Figure 1. Cell placement.
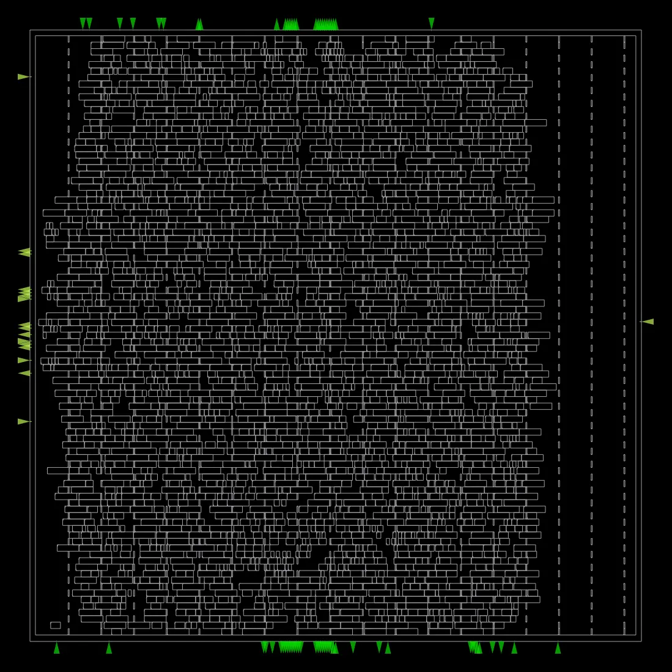
Figure 2. Clock wires, drivers and flops.
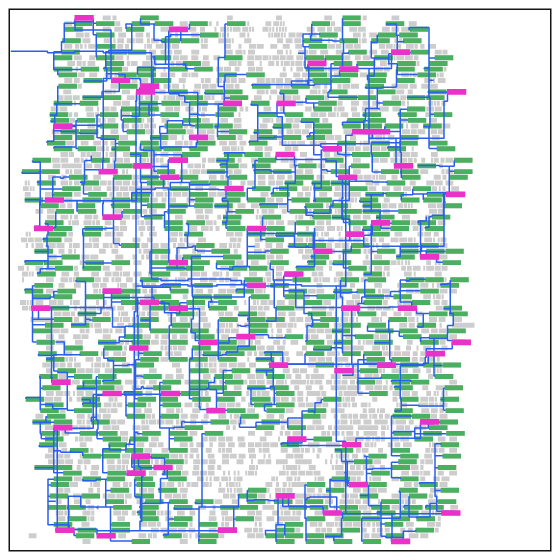
Figure 3. Metal 4.
Bar = 100 um. Supply wires on this layer in grey.
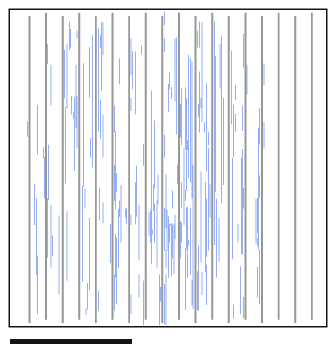
Figure 4. Sequential cells grouped by signal name.
Other sequential cells in the stronger grey, the rest of the logic in the fainter grey.
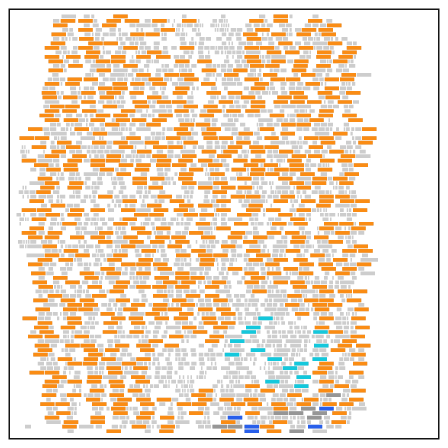
Figure 5. Wire density map.
Bar = 100 um. The die is cut into 26 by 26 equal tiles; dark purple is low, yellow is high, scaled to the fullest tile. Values are wire area over tile area, all layers added.
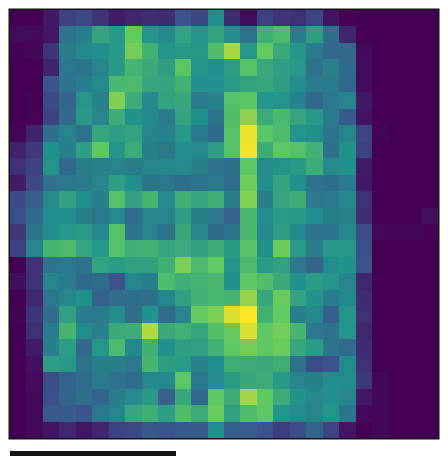
[src/rtl/multi_octave_storage.sv]
// Multi-octave sample store: octave 0 takes every write, octave k every 2^k-th write.
// Optional macro DECIMATE_AVG_EN: decimated octaves take a two-sample average instead of dropping.
module multi_octave_storage #(
  parameter int N     = 16,
  parameter int OCT   = 5,
  parameter int DEPTH = 8
) (
  input  logic                    clk_i,
  input  logic                    rst_i,
  input  logic signed [N-1:0]     newSample_i,
  input  logic                    writeSample_i,
  input  logic [$clog2(OCT)-1:0]  rdOctave_i,
  output logic signed [N-1:0]     sample0_o,
  output logic signed [N-1:0]     sample1_o,
  output logic signed [N-1:0]     oldestSample_o,
  output logic [OCT-1:0]          octWritten_o,
  output logic [OCT-1:0]          octFull_o
);

  localparam int OW = $clog2(OCT);
  localparam int PW = $clog2(DEPTH);
  localparam int CW = OCT - 1;

  typedef logic signed [N-1:0] sample_t;

  sample_t        mem_q   [OCT][DEPTH];
  logic [PW-1:0]  wrPtr_q [OCT];
  logic [CW-1:0]  decCnt_q;
  logic [CW-1:0]  decCnt_d;
  logic [OCT-1:0] fire_d;
  logic [OCT-1:0] octWritten_q;
  logic [OCT-1:0] octFull_q;
  sample_t        octIn_d [OCT];

  logic           rdValid;
  logic [OW-1:0]  rdIdx;
  logic [PW-1:0]  rdPtr;

  // decCnt_d is the write number w (mod 2^CW) of the write being accepted now
  always_comb begin
    decCnt_d = decCnt_q + CW'(1);
    fire_d   = '0;
    for (int k = 0; k < OCT; k++) begin
      fire_d[k] = writeSample_i && ((decCnt_d & CW'((1 << k) - 1)) == '0);
    end
  end

`ifdef DECIMATE_AVG_EN
  sample_t      vPrev;
  logic [N:0]   avgSum;
`endif

  always_comb begin
    octIn_d[0] = newSample_i;
`ifdef DECIMATE_AVG_EN
    vPrev  = '0;
    avgSum = '0;
`endif
    for (int k = 1; k < OCT; k++) begin
`ifdef DECIMATE_AVG_EN
      vPrev      = mem_q[k-1][wrPtr_q[k-1] - PW'(1)];
      avgSum     = {vPrev[N-1], vPrev} + {octIn_d[k-1][N-1], octIn_d[k-1]};
      octIn_d[k] = avgSum[N:1];
`else
      octIn_d[k] = octIn_d[k-1];
`endif
    end
  end

  // Write pointer names the next slot, which is also the oldest entry once the window is full
  always_ff @(posedge clk_i or posedge rst_i) begin
    if (rst_i) begin
      mem_q        <= '{default: '0};
      wrPtr_q      <= '{default: '0};
      decCnt_q     <= '0;
      octWritten_q <= '0;
      octFull_q    <= '0;
    end else begin
      octWritten_q <= fire_d;
      if (writeSample_i) begin
        decCnt_q <= decCnt_d;
      end
      for (int k = 0; k < OCT; k++) begin
        if (fire_d[k]) begin
          mem_q[k][wrPtr_q[k]] <= octIn_d[k];
          wrPtr_q[k]           <= wrPtr_q[k] + PW'(1);
          if (wrPtr_q[k] == PW'(DEPTH - 1)) begin
            octFull_q[k] <= 1'b1;
          end
        end
      end
    end
  end

  always_comb begin
    rdValid        = (int'(rdOctave_i) < OCT);
    rdIdx          = rdValid ? rdOctave_i : '0;
    rdPtr          = wrPtr_q[rdIdx];
    sample0_o      = rdValid ? mem_q[rdIdx][rdPtr - PW'(1)] : '0;
    sample1_o      = rdValid ? mem_q[rdIdx][rdPtr - PW'(2)] : '0;
    oldestSample_o = rdValid ? mem_q[rdIdx][rdPtr] : '0;
  end

  assign octWritten_o = octWritten_q;
  assign octFull_o    = octFull_q;

endmodule

[config.mk]
export PLATFORM = sky130hd
export DESIGN_NAME = multi_octave_storage
export DESIGN_NICKNAME = d
export VERILOG_FILES = /design/src/rtl/multi_octave_storage.sv
export SDC_FILE = /design/constraint.sdc
export NUM_CORES = 2
export LEC_CHECK = 0
export ABC_CLOCK_PERIOD_IN_PS = 28400
export CAP_MARGIN = 25
export CELL_PAD_IN_SITES_DETAIL_PLACEMENT = 0
export CELL_PAD_IN_SITES_GLOBAL_PLACEMENT = 1
export CORE_MARGIN = 2
export CORE_UTILIZATION = 53
export CTS_BUF_LIST = sky130_fd_sc_hd__clkbuf_8 sky130_fd_sc_hd__clkbuf_16
export CTS_CLUSTER_DIAMETER = 200
export DETAILED_ROUTE_END_ITERATION = 7
export DONT_BUFFER_PORTS = 1
export PLACE_DENSITY = 0.87
export SYNTH_ARGS = -nofsm -noshare
export SYNTH_HDL_FRONTEND = slang
export SYNTH_SLANG_ARGS = --single-unit
[constraint.sdc]
create_clock -name clk_i -period 28.4 [get_ports clk_i]
set_input_delay 2.84 -clock clk_i [delete_from_list [all_inputs] [get_ports clk_i]]
set_output_delay 2.84 -clock clk_i [all_outputs]
set_load 0.005 [all_outputs]
==> run notes <==
Notes on the physical implementation.

- The worst register-to-register path begins at decCnt_q[0]$_DFFE_PP0P_.
- Of the total power, the share spent switching nets is 33.1%.
- The worst VDD IR drop from the latest analysis is 0.0496 mV.
- The overflow left after global routing is 0, for reference.
- The final layout report lists a filler cell count of roughly 5k.
- The number of logic inverters in the finished layout is 22, for reference.
- The power report lists cell-internal power as 2480 uW.
- Ranked by total cell area, the synthesized netlist is headed by dfrtp_1, mux2_2, mux2i_1.
- The cell total in the yosys stat output is approximately 2.9k, for reference.
- The kind of start point of the critical path is an input port, for reference.
- Setup slack on the critical path of the routed design comes to 18.54 ns.
- In the final layout, the registers with the most flip-flops are mem_q (640), wrPtr_q (15).
- Per the post-run analysis, buffers plus inverters along the critical path come to 1.
- The script logs the ratio of routed vias to standard cells as 6.96.
- The antenna diode count is 1, for reference.
- The clock buffer count in the final layout is 83, for reference.
- The fraction of area in clock buffers and inverters is 6.10%, for reference.
- Data arrives at the worst endpoint at about 7.0 ns.
- The floorplan core density is 53.4%, for reference.
- The maximum level of the CTS H-tree is 3, for reference.
- The worst register-to-register path has a depth of 6.
- Per the post-synthesis report, the number of cells in the design is ~2.9k.
- The report shows a maximum critical-path fanout of 185.
- The slack of the worst reg-to-reg path is between 20 and 30 ns, for reference.
- Per the final report, max-transition violations number 0.
- The flow ran to the end, and the final reports show no timing, DRC or antenna violations.
- The share of synthesized area occupied by flip-flops and latches is 48.9%, for reference.
- The number of sinks driven by the clock tree is 669, for reference.
- The overall chip area is 66600 um^2, for reference.
- Dividing the synthesized area by the synthesized cell count gives 12.0 um^2.
- The hold-critical path endpoint is octFull_o[0]$_DFFE_PP0P_, for reference.
- The proportion of power drawn by combinational gates is 32.0%, for reference.
- Compared with the post-synthesis result, the final layout area differs by 7.86%.
- By instance count, the leading cell after synthesis is dfrtp_1.
- The half-perimeter wire length after detailed placement is around 62 mm, for reference.
- The post-cts hold-fix buffer tally is 0, for reference.
- The critical path starts at rdOctave_i[2].
- The die span in x is 258 um, for reference.
- Per STA, the highest per-stage delay on the worst path measures approximately 1.0 ns.
- The total cell area reported by yosys after synthesis is 34200 um^2, for reference.
- The largest delay contributor family on the critical path is AND-OR/OR-AND gates, for reference.
- Entering global routing, the biggest net connects ~190 pins.
- The power per standard cell area is 100 nW/um^2, for reference.
- The startpoint of the worst hold path is octFull_o[0]$_DFFE_PP0P_, for reference.
- The largest cell class by area is sequential cells, for reference.
- The net switching power is 1220 uW, for reference.
- During I/O placement, the number of pins put on the boundary was 80.
Notes on Figure 1 above:
area of the core: 64100 um^2
sequential cells: 669
Std-Cell Rows: 93

Notes on Figure 2 above:
- blue: clock wires (length 8090 um)
- magenta: cells driving clock nets (count 69)
- green: flip-flops (count 669)
- flops lie: spread over the die
final setup skew: 0.0133 ns
latest clock arrival within the worst-skew pair: 0.61 ns
Clk pwr share: 24.8%
clock group total power: 917 uW

Notes on Figure 3 above:
- share of all routed wire: 6.4%
- main direction: vertical
aggregate routed wire length: 106 mm
via count: 25.0k

Notes on Figure 4 above:
- cyan: wrPtr_q (sequential cells 15)
- blue: octFull_o (sequential cells 5; where south)
- orange: mem_q (sequential cells 640; where spread over the die)
- not coloured: 9
Sequential Area: 16700 um^2
Finished Core Util: 57.6%
Seq/total area: 45.4%

Notes on Figure 5 above:
- nearly empty tiles: 19%
- fullest tile: 0.74
- mean over tiles: 0.27
average wire per cell in the routed design: 29.5 um
overall track demand over capacity in global routing: 31.8%

[power by group through the flow]
stage	registers (uW)	logic, uW	clock network [uW]
after floorplan	1520	941	0
after global placement	1570	1110	0
after detailed placement	1610	1160	0
after CTS	1590	1170	925
after global routing	1650	1270	963
final	1600	1180	917
[cell families (layout without fill, tap and decap cells)]
group           after synthesis  after routing  share of synthesized area [%]
fa+ha+maj                    12             12                          0.439
other cells                   0              1                              0
compound gates              618            618                           14.1
xor+xnor                      9              9                          0.230
mux                         782            782                           25.3
simple gates                450            450                           6.67
flops                       669            669                           48.9
buf+inv                     319            202                           4.26
[routing by layer]
layer	track usage, %	vias up	wire length, um
met5	0	-	0
met4	19.4	0	6740
met3	6.42	382	10300
met2	50.1	1364	48400
met1	40.6	12900	40700
li1	-	10400	-
Power is estimated from default activity; no workload was simulated.
